## src/rtl/uart_pkg.sv

```systemverilog
// Shared types and helpers for the uart_channel slice (state encoding, parity modes,
// oversampling ratio, rx word status-bit offsets and the baud divisor calculation).
package uart_pkg;

  typedef enum logic [2:0] {
    IDLE,
    START,
    DATA,
    PARITY,
    STOP
  } uart_state_e;

  typedef enum logic [1:0] {
    PAR_NONE,
    PAR_EVEN,
    PAR_ODD
  } parity_e;

  localparam int OVERSAMPLE = 16;

  // Status flags counted down from the top bit of the rx word.
  localparam int RX_PERR_BIT = 1;
  localparam int RX_FERR_BIT = 2;

  function automatic int calc_div(input int clockFreq, input int baudRate);
    int d;
    d = clockFreq / (baudRate * OVERSAMPLE);
    return (d < 1) ? 1 : d;
  endfunction

  function automatic logic parity_bit(input parity_e mode, input logic dataXor);
    return (mode == PAR_ODD) ? ~dataXor : dataXor;
  endfunction

endpackage

```

## src/rtl/uart_tick_gen.sv

```systemverilog
// Free-running divisor counter producing the 16x-oversampling clock enable (tick16)
// shared by the TX and RX state machines.
module uart_tick_gen
  import uart_pkg::*;
#(
  parameter int clock_freq = 10000000,
  parameter int baud_rate  = 9600
) (
  input  logic clk,
  input  logic rst,
  output logic o_tick16
);

  localparam int DIV = calc_div(clock_freq, baud_rate);
  localparam int CW  = (DIV > 1) ? $clog2(DIV) : 1;
  localparam logic [CW-1:0] LAST = CW'(DIV - 1);

  logic [CW-1:0] r_count;

  always_ff @(posedge clk or posedge rst) begin
    if (rst) begin
      r_count <= '0;
    end else if (r_count == LAST) begin
      r_count <= '0;
    end else begin
      r_count <= r_count + CW'(1);
    end
  end

  assign o_tick16 = (r_count == LAST);

endmodule

```

## src/rtl/uart_channel.sv

```systemverilog
// Parametrised UART between the USB packet FIFOs and the external pins: TX pops the tx FIFO,
// RX pushes char+status into the rx FIFO. Optional RTS/CTS flow control under UART_RTS_CTS_EN.
module uart_channel
  import uart_pkg::*;
#(
  parameter int    baud_rate        = 9600,
  parameter int    clock_freq       = 10000000,
  parameter string parity           = "none",
  parameter int    data_bits        = 8,
  parameter int    stop_bits        = 1,
  parameter int    usb_packet_width = 32
) (
  input  logic                        clk,
  input  logic                        rst,
`ifdef UART_RTS_CTS_EN
  input  logic                        cts_n,
  output logic                        rts_n,
`endif
  input  logic                        rx,
  output logic                        tx,
  input  logic [usb_packet_width-1:0] tx_data,
  input  logic                        tx_empty,
  output logic                        tx_rden,
  output logic                        tx_busy,
  output logic [usb_packet_width-1:0] rx_data,
  input  logic                        rx_full,
  output logic                        rx_wren,
  output logic                        rx_overrun
);

  localparam parity_e PAR_MODE = (parity == "even") ? PAR_EVEN :
                                 (parity == "odd")  ? PAR_ODD  : PAR_NONE;
  localparam logic [3:0] LAST_BIT  = 4'(data_bits - 1);
  localparam logic [3:0] LAST_STOP = 4'(stop_bits - 1);
  localparam logic [3:0] LAST_TICK = 4'(OVERSAMPLE - 1);
  localparam logic [3:0] MID_TICK  = 4'(OVERSAMPLE / 2 - 1);

  logic w_tick16;

  uart_tick_gen #(
    .clock_freq(clock_freq),
    .baud_rate (baud_rate)
  ) u_tick_gen (
    .clk     (clk),
    .rst     (rst),
    .o_tick16(w_tick16)
  );

  logic w_unusedTxData;
  assign w_unusedTxData = ^tx_data[usb_packet_width-1:data_bits];

  logic w_txAllowed;
`ifdef UART_RTS_CTS_EN
  logic [1:0] r_ctsSync;
  logic       r_rts;

  always_ff @(posedge clk or posedge rst) begin
    if (rst) begin
      r_ctsSync <= 2'b11;
      r_rts     <= 1'b1;
    end else begin
      r_ctsSync <= {r_ctsSync[0], cts_n};
      r_rts     <= rx_full;
    end
  end

  assign w_txAllowed = ~r_ctsSync[1];
  assign rts_n       = r_rts;
`else
  assign w_txAllowed = 1'b1;
`endif

  uart_state_e          r_txState, w_txState_n;
  logic [3:0]           r_txTick, w_txTick_n;
  logic [3:0]           r_txBit, w_txBit_n;
  logic [data_bits-1:0] r_txShift, w_txShift_n;
  logic                 r_txPar, w_txPar_n;
  logic                 r_tx, w_txLine_n;
  logic                 w_txEnd, w_pop;

  always_ff @(posedge clk or posedge rst) begin
    if (rst) begin
      r_txState <= IDLE;
      r_txTick  <= '0;
      r_txBit   <= '0;
      r_txShift <= '0;
      r_txPar   <= 1'b0;
      r_tx      <= 1'b1;
    end else begin
      r_txState <= w_txState_n;
      r_txTick  <= w_txTick_n;
      r_txBit   <= w_txBit_n;
      r_txShift <= w_txShift_n;
      r_txPar   <= w_txPar_n;
      r_tx      <= w_txLine_n;
    end
  end

  // The line level is registered from the next state so tx never glitches between bits.
  always_comb begin
    w_txState_n = r_txState;
    w_txTick_n  = r_txTick;
    w_txBit_n   = r_txBit;
    w_txShift_n = r_txShift;
    w_txPar_n   = r_txPar;
    w_pop       = 1'b0;
    w_txEnd     = w_tick16 && (r_txTick == LAST_TICK);
    if (w_tick16 && (r_txState != IDLE)) begin
      w_txTick_n = r_txTick + 4'd1;
    end
    case (r_txState)
      IDLE: begin
        if (!tx_empty && w_txAllowed) begin
          w_pop       = 1'b1;
          w_txShift_n = tx_data[data_bits-1:0];
          w_txPar_n   = parity_bit(PAR_MODE, ^tx_data[data_bits-1:0]);
          w_txTick_n  = '0;
          w_txBit_n   = '0;
          w_txState_n = START;
        end
      end
      START: if (w_txEnd) w_txState_n = DATA;
      DATA: begin
        if (w_txEnd) begin
          w_txShift_n = r_txShift >> 1;
          if (r_txBit == LAST_BIT) begin
            w_txBit_n   = '0;
            w_txState_n = (PAR_MODE == PAR_NONE) ? STOP : PARITY;
          end else begin
            w_txBit_n = r_txBit + 4'd1;
          end
        end
      end
      PARITY: if (w_txEnd) w_txState_n = STOP;
      STOP: begin
        if (w_txEnd) begin
          if (r_txBit == LAST_STOP) begin
            w_txState_n = IDLE;
          end else begin
            w_txBit_n = r_txBit + 4'd1;
          end
        end
      end
      default: w_txState_n = IDLE;
    endcase
    case (w_txState_n)
      START:   w_txLine_n = 1'b0;
      DATA:    w_txLine_n = w_txShift_n[0];
      PARITY:  w_txLine_n = w_txPar_n;
      default: w_txLine_n = 1'b1;
    endcase
  end

  assign tx      = r_tx;
  assign tx_busy = (r_txState != IDLE);
  assign tx_rden = w_pop & ~rst;

  logic [1:0]                  r_rxSync;
  logic                        r_rxPrev;
  uart_state_e                 r_rxState, w_rxState_n;
  logic [3:0]                  r_rxTick, w_rxTick_n;
  logic [3:0]                  r_rxBit, w_rxBit_n;
  logic [data_bits-1:0]        r_rxShift, w_rxShift_n;
  logic                        r_rxPerr, w_rxPerr_n;
  logic [usb_packet_width-1:0] r_rxData, w_rxWord;
  logic                        r_rxWren, r_rxOverrun;
  logic                        w_rxIn, w_rxFall, w_rxSample, w_rxDone;

  assign w_rxIn   = r_rxSync[1];
  assign w_rxFall = r_rxPrev & ~w_rxIn;

  always_ff @(posedge clk or posedge rst) begin
    if (rst) begin
      r_rxSync    <= 2'b11;
      r_rxPrev    <= 1'b1;
      r_rxState   <= IDLE;
      r_rxTick    <= '0;
      r_rxBit     <= '0;
      r_rxShift   <= '0;
      r_rxPerr    <= 1'b0;
      r_rxData    <= '0;
      r_rxWren    <= 1'b0;
      r_rxOverrun <= 1'b0;
    end else begin
      r_rxSync  <= {r_rxSync[0], rx};
      r_rxPrev  <= w_rxIn;
      r_rxState <= w_rxState_n;
      r_rxTick  <= w_rxTick_n;
      r_rxBit   <= w_rxBit_n;
      r_rxShift <= w_rxShift_n;
      r_rxPerr  <= w_rxPerr_n;
      r_rxWren  <= 1'b0;
      if (w_rxDone) begin
        if (rx_full) begin
          r_rxOverrun <= 1'b1;
        end else begin
          r_rxWren <= 1'b1;
          r_rxData <= w_rxWord;
        end
      end
    end
  end

  // START samples half a bit in; every later sample lands 16 ticks on, i.e. mid-bit.
  always_comb begin
    w_rxState_n = r_rxState;
    w_rxTick_n  = r_rxTick;
    w_rxBit_n   = r_rxBit;
    w_rxShift_n = r_rxShift;
    w_rxPerr_n  = r_rxPerr;
    w_rxDone    = 1'b0;
    w_rxSample  = w_tick16 &&
                  (r_rxTick == ((r_rxState == START) ? MID_TICK : LAST_TICK));
    if (w_tick16 && (r_rxState != IDLE)) begin
      w_rxTick_n = r_rxTick + 4'd1;
    end
    case (r_rxState)
      IDLE: begin
        if (w_rxFall) begin
          w_rxState_n = START;
          w_rxTick_n  = '0;
          w_rxBit_n   = '0;
          w_rxPerr_n  = 1'b0;
        end
      end
      START: begin
        if (w_rxSample) begin
          w_rxTick_n  = '0;
          w_rxState_n = w_rxIn ? IDLE : DATA;
        end
      end
      DATA: begin
        if (w_rxSample) begin
          w_rxShift_n = {w_rxIn, r_rxShift[data_bits-1:1]};
          if (r_rxBit == LAST_BIT) begin
            w_rxBit_n   = '0;
            w_rxState_n = (PAR_MODE == PAR_NONE) ? STOP : PARITY;
          end else begin
            w_rxBit_n = r_rxBit + 4'd1;
          end
        end
      end
      PARITY: begin
        if (w_rxSample) begin
          w_rxPerr_n  = w_rxIn ^ parity_bit(PAR_MODE, ^r_rxShift);
          w_rxState_n = STOP;
        end
      end
      STOP: begin
        if (w_rxSample) begin
          w_rxDone    = 1'b1;
          w_rxState_n = IDLE;
        end
      end
      default: w_rxState_n = IDLE;
    endcase
    w_rxWord                                   = '0;
    w_rxWord[data_bits-1:0]                    = r_rxShift;
    w_rxWord[usb_packet_width-RX_PERR_BIT]     = r_rxPerr;
    w_rxWord[usb_packet_width-RX_FERR_BIT]     = ~w_rxIn;
  end

  assign rx_data    = r_rxData;
  assign rx_wren    = r_rxWren;
  assign rx_overrun = r_rxOverrun;

endmodule

```

## config.mk

```make
export PLATFORM = sky130hd
export DESIGN_NAME = uart_channel
export DESIGN_NICKNAME = d
export VERILOG_FILES = /design/src/rtl/uart_pkg.sv /design/src/rtl/uart_tick_gen.sv /design/src/rtl/uart_channel.sv
export SDC_FILE = /design/constraint.sdc
export NUM_CORES = 1
export LEC_CHECK = 0
export CAP_MARGIN = 0
export CELL_PAD_IN_SITES_DETAIL_PLACEMENT = 1
export CELL_PAD_IN_SITES_GLOBAL_PLACEMENT = 1
export CORE_UTILIZATION = 39
export CTS_BUF_LIST = sky130_fd_sc_hd__clkbuf_16
export DETAILED_ROUTE_END_ITERATION = 12
export GPL_TIMING_DRIVEN = 0
export PLACE_DENSITY_LB_ADDON = 0.1
export SYNTH_ARGS = -nofsm -noshare
export SYNTH_HDL_FRONTEND = slang
export SYNTH_HIERARCHICAL = 1
export SYNTH_SLANG_ARGS = --single-unit
```

## constraint.sdc

```tcl
create_clock -name clk -period 2.7 [get_ports clk]
set_input_delay 0.27 -clock clk [delete_from_list [all_inputs] [get_ports clk]]
set_output_delay 0.27 -clock clk [all_outputs]
set_load 0.02 [all_outputs]
```

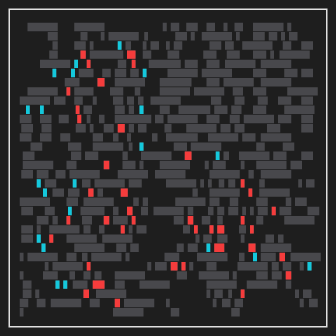
Fig. 1. Logic cells by family (run 1).
- red: NAND gates (cells 39; most used nand2_1)
- cyan: inverters (cells 21; most used inv_1)

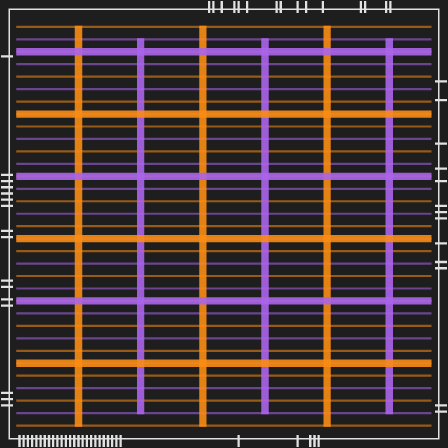
Fig. 2. Floorplan with the power grid (run 1).
Pins as bars on the die edge.
- purple: VDD
- orange: VSS
- met4 straps: 6
- met5 straps: 6
- met1 rails: 33
- signal pins: 74
- rows: 32

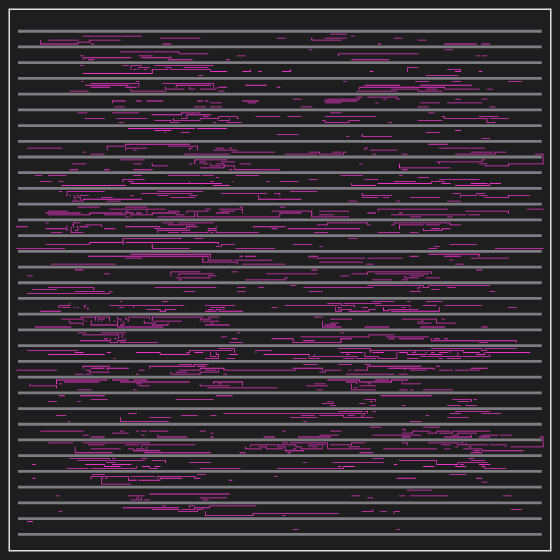
Fig. 3. The metal 1 layer (run 1).
Supply wires on this layer in gray.
- nets with wire on the layer: 341
- main direction: horizontal

==> run summary, run 1 <==
Numbers from the implementation run.

Across the placement rows, the number of tap cells is 102. The horizontal die dimension is 93.44 µm. Of the total power, the share spent switching nets is 0.2502. The number of antenna violations at the first check in global routing is 0. The worst setup path is captured at a flip-flop.

The number of signal-net buffers in the layout is 62. The number of buffers on the longest clock path is 2. The non-clock buffering overhead in the final layout is 0.1321. The power in combinational cells is 0.256 mW. The worst setup margin is 0.2067 ns. The antenna diode count is 0. The area of the die is 8730 µm². The kind of critical path is reg -> reg. The number of fillers in the final layout is 883. The critical path's largest stage delay is 0.45 ns. The tree is rooted in a sky130_fd_sc_hd__clkbuf_16. Detailed routing placed a total of 3266 µm of wire on met2. The worst-margin pin slew is 0.5017 ns. The average wire per cell in the routed design is 13.95 µm. Counting buffers and inverters, the worst setup path is 7 cells deep.

The clock net in this run drives a total of 63 sinks. The leakage power of the design is 1.903 nW. The fraction of the core area covered by cells at the end of the flow is 0.5151. The overall overflow remaining after global route is 0. The tightest slew margin relative to the limit is 0.6650. The met1 layer usage reported by global route is 0.2165. Entering global routing, the biggest net connects 37 pins. The combined area of the multi-input logic cells is 1440 µm².

The startpoint class of the critical path is a flip-flop. The clock network contribution to total cell area is 0.07330. The flow ran to the end, and the final reports show no timing, DRC or antenna violations. The tool flagged a number of max-cap violations equal to 0. The synthesized design contains 0 enable-type register cells.

The share of the synthesized area in the top cell type is 0.4528. Of the total power, combinational logic draws 0.105.
Fig. 4: run 1, sequential cells colored by netlist name
Other sequential cells in the stronger gray, the rest of the logic in the fainter gray.
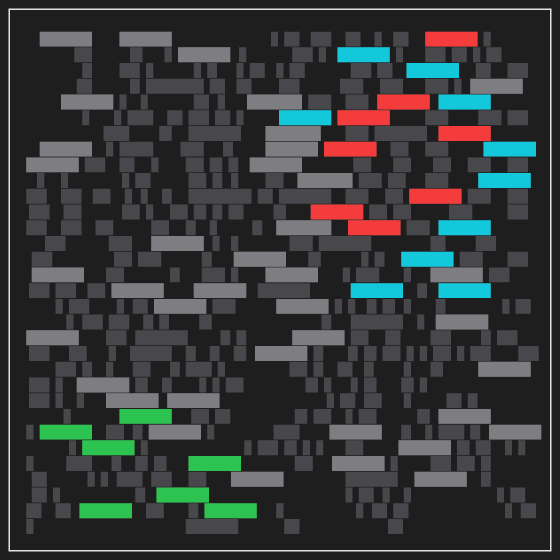

==> run 1 -> run 2 <==
Settings changed: CORE_UTILIZATION 39 to 42.
Clock period 2.7 ns to 2.9 ns, I/O delays scaled along.
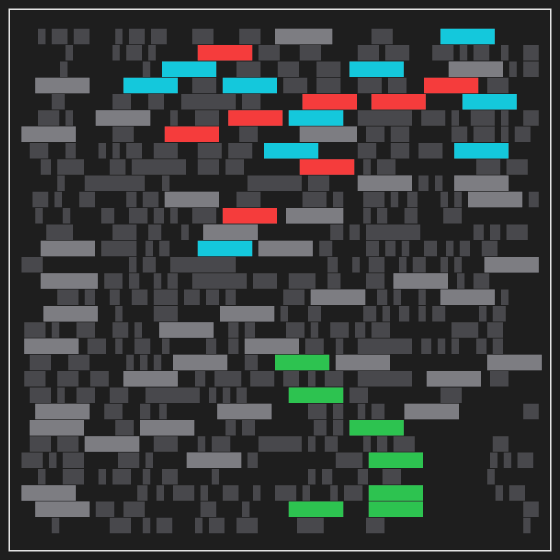
Fig. 5. Sequential cells colored by netlist name (run 2).
Other sequential cells in the stronger gray, the rest of the logic in the fainter gray.
- cyan: `rx_data` (sequential cells 10)
- red: `r_rxShift` (sequential cells 8; where top center)
- green: `u_tick_gen/r_count` (sequential cells 7)
- not colored: 38

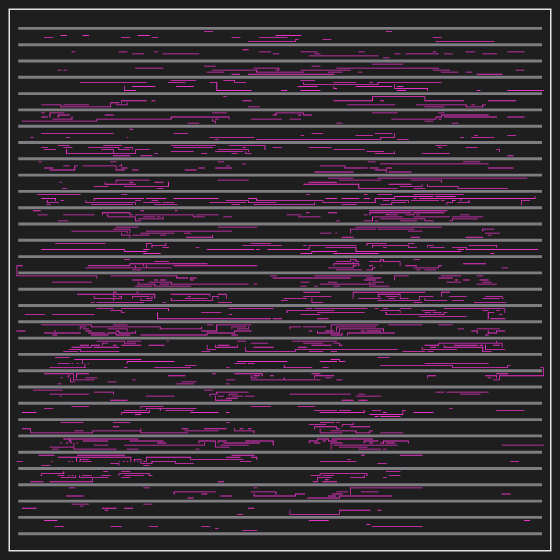
Fig. 6. The metal 1 layer (run 2).
Supply wires on this layer in gray.
- longest straight run: 24.8 µm
- share of all routed wire: 44%

==> run summary, run 2 <==
Numbers from the implementation run.

The worst-margin pin slew is 0.5181 ns (+0.01636 ns). The number of fillers in the final layout is 831 (-5.9%). The critical path goes through nor4_1 -> and3_1 -> buf_4 -> nand4_1 -> nor3_1 -> buf_2 -> mux2_2. STA classifies the critical path endpoint as a flip-flop. The count of inserted tapcells was 99 (-2.9%).

The critical path's largest stage delay is 0.42 ns (-0.03 ns). The area of the die is 8120 µm² (-7.0%). The slack of the worst reg-to-reg path is 0.24 ns.

The number of flops mapped to enable cells by yosys is 0 (unchanged). The maximum number of pins on one net before global-route repair is 43 (+16%). The detailed-route DRC error count is 0. The clock network contribution to total cell area is 0.06948 (-0.003819). At the floorplan stage, the core utilization is reported as 0.4424. The power share of the combinational group is 0.107 (+0.002). The kind of critical path is reg -> reg. The overall overflow remaining after global route is 0 (unchanged).

The horizontal die dimension is 90.11 µm (-3.6%). The share of the synthesized area in the top cell type came to 0.4528 (unchanged). The worst setup margin was 0.2406 ns (+0.03392 ns). Summed over all failing endpoints, the final setup total negative slack is 0 ns. The tally of max-capacitance violations was 0 (unchanged).

The net switching share of the total power is 0.2402 (-0.01001). In this run the clock root is driven by a sky130_fd_sc_hd__clkbuf_16. The number of buffers on the longest clock path is 2 (unchanged). The run finished with clean final reports. Buffers added to address setup during post-CTS repair amount to 0. Per the detail_route report, vias per standard cell equal 5.045. The non-clock buffering overhead in the final layout is 0.1324 (+0.0003224).

Based on the critical path, the design can be clocked at up to 376.0 MHz. The met1 layer usage reported by global route is 0.2242 (+0.007754). The fraction of the core area covered by cells at the end of the flow is 0.5474 (+0.03230). The power in combinational cells is 0.238 mW (-7%). The average wire per cell in the routed design is 14.53 µm (+4.1%).

The antenna diode count is 0 (unchanged). The startpoint class of the critical path is a flip-flop. The sink count of the clock tree is 63 (unchanged).

The leakage power of the design is 1.905 nW (about the same).
Fig. 7: run 2, floorplan with the power grid
Pins as bars on the die edge.
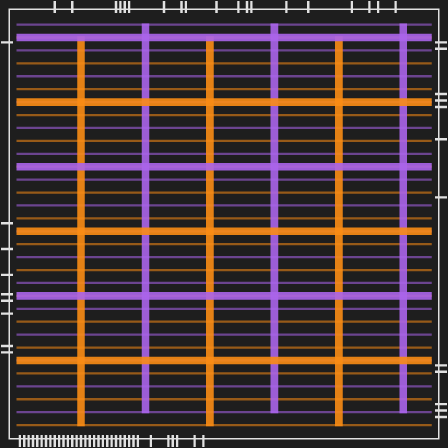

==> run 2 -> run 3 <==
Settings changed: PLACE_DENSITY set to 0.95, PLACE_DENSITY_LB_ADDON 0.1 to unset.
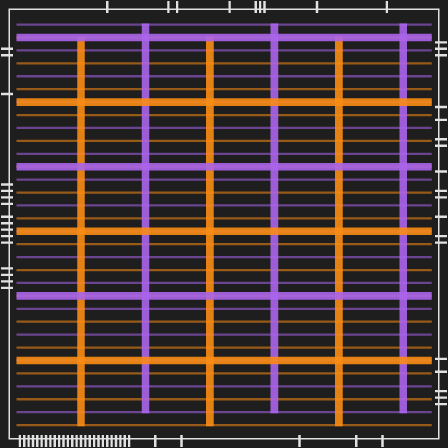
Fig. 8. Floorplan with the power grid (run 3).
Pins as bars on the die edge.
- purple: VDD
- orange: VSS
- met5 straps: 6
- met4 straps: 6
- met1 rails: 32
- rows: 31

==> run summary, run 3 <==
Numbers from the implementation run.

The worst setup path is captured at a flip-flop. The area of the die is 8120 µm² (unchanged). Subtracting the final worst setup slack from the clock period gives 2.625 ns. The finished layout holds 469 standard cells, fillers aside.

The clock network contribution to total cell area is 0.07692 (+0.007444). The power in combinational cells was 0.246 mW (+3%). The critical path is of the reg -> reg type.

The initial standard-cell utilization of the core came to 0.4424 (unchanged). The sink count of the clock tree came to 63 (unchanged). The share of async-settable or async-resettable flops after synthesis is 1.000. The tally of max-capacitance violations was 0 (unchanged). The total routing usage reported by global routing is 0.1996. The number of buffers on the longest clock path came to 2 (unchanged). The leakage power of the design is 1.917 nW (+0.63%). The number of buffers added for setup after CTS is 0 (unchanged). The share of the synthesized area in the top cell type is 0.4528 (unchanged). The total negative setup slack was 0 ns (unchanged). The library cells used most frequently in the layout, excluding fill and tap cells, are sky130_fd_sc_hd__dfrtp_1 (59), sky130_fd_sc_hd__clkdlybuf4s50_1 (27), sky130_fd_sc_hd__buf_4 (24), sky130_fd_sc_hd__conb_1 (22), sky130_fd_sc_hd__inv_1 (20). The wire length on met3 is 247 µm. The number of placed instances, taps included, is 453.

For reference, the top cells by count after synthesis are sky130_fd_sc_hd__dfrtp_1 (59), sky130_fd_sc_hd__buf_4 (24), sky130_fd_sc_hd__inv_1 (21), sky130_fd_sc_hd__nand2_1 (19), sky130_fd_sc_hd__nor2_1 (19). The post-synthesis share of cell area spent on xor and xnor gates is 0.06178. The clock tree from TritonCTS is done. The horizontal die dimension is 90.11 µm (unchanged).

The non-clock buffering overhead in the final layout is 0.1314 (-0.001060). The floorplan row count is 31. The count of final hold-check violations is 0. The power share of the combinational group is 0.105 (-0.002). The slack of the worst reg-to-reg path came to 0.28 ns (+0.03 ns). The startpoint class of the critical path is a flip-flop.

The detailed-route DRC error count is 0 (unchanged). The number of fillers in the final layout is 812 (-2.3%). The maximum number of pins on one net before global-route repair is 44 (+2.3%). The via count normalized by instance count is 5.181 (+2.7%).

The flow ran to the end, and the final reports show no timing, DRC or antenna violations. The antenna diode count is 0 (unchanged). In the post-synthesis netlist, the biggest area contributors are sky130_fd_sc_hd__dfrtp_1 (45%), sky130_fd_sc_hd__mux2_2 (6.2%), sky130_fd_sc_hd__buf_4 (5.5%). The fraction of the core area covered by cells at the end of the flow is 0.5518 (+0.004415).

Tracing the worst setup path back leads to its startpoint at u_tick_gen/r_count[3]. 74 I/O pins were placed. The largest part of the power goes to the clock network. In the finished design, the share of the clock period the worst path needs comes to 0.9050. The average wire per cell in the routed design is 15.87 µm (+9.2%).

The total routed wirelength is 7443 µm. The worst setup margin is 0.2755 ns (+0.03489 ns). The count of inserted tapcells is 99 (unchanged). Clock tree synthesis selected as its root buffer the cell sky130_fd_sc_hd__clkbuf_16. The met1 layer usage reported by global route came to 0.2210 (-0.003216).

In the final routing, the length of wire on met1 measures 2960 µm. The script reports the combined buffer and inverter count of the critical path as 2. The highest clock frequency the design can meet is 381.0 MHz (+1.3%). The number of gates on the worst path with buffers counted is 7. The number of flops mapped to enable cells by yosys is 0 (unchanged).

Per STA, the worst path is made up of nor4_1 -> and3_1 -> buf_4 -> nand4_1 -> nor3_1 -> buf_2 -> mux2_2. The post-place instance area is 3754 µm². The net switching share of the total power is 0.2408 (+0.0005717). The critical path's largest stage delay is 0.43 ns (about the same).

The overall overflow remaining after global route is 0 (unchanged).
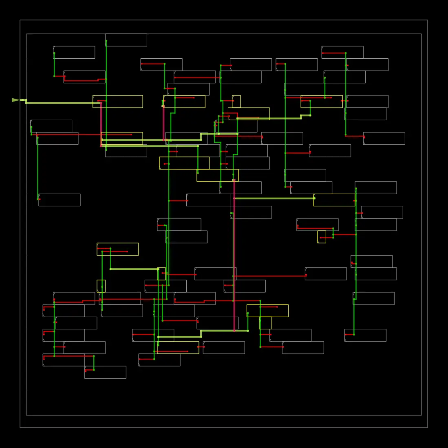
Fig. 9. Clock routing (run 3).
Worst Clk Skew: 0.004472 ns
TritonCTS Buffers: 9
Clock Buffer Count: 9
flip-flop and latch count: 63

No activity file was given, so power comes from the tool's default toggle rates.
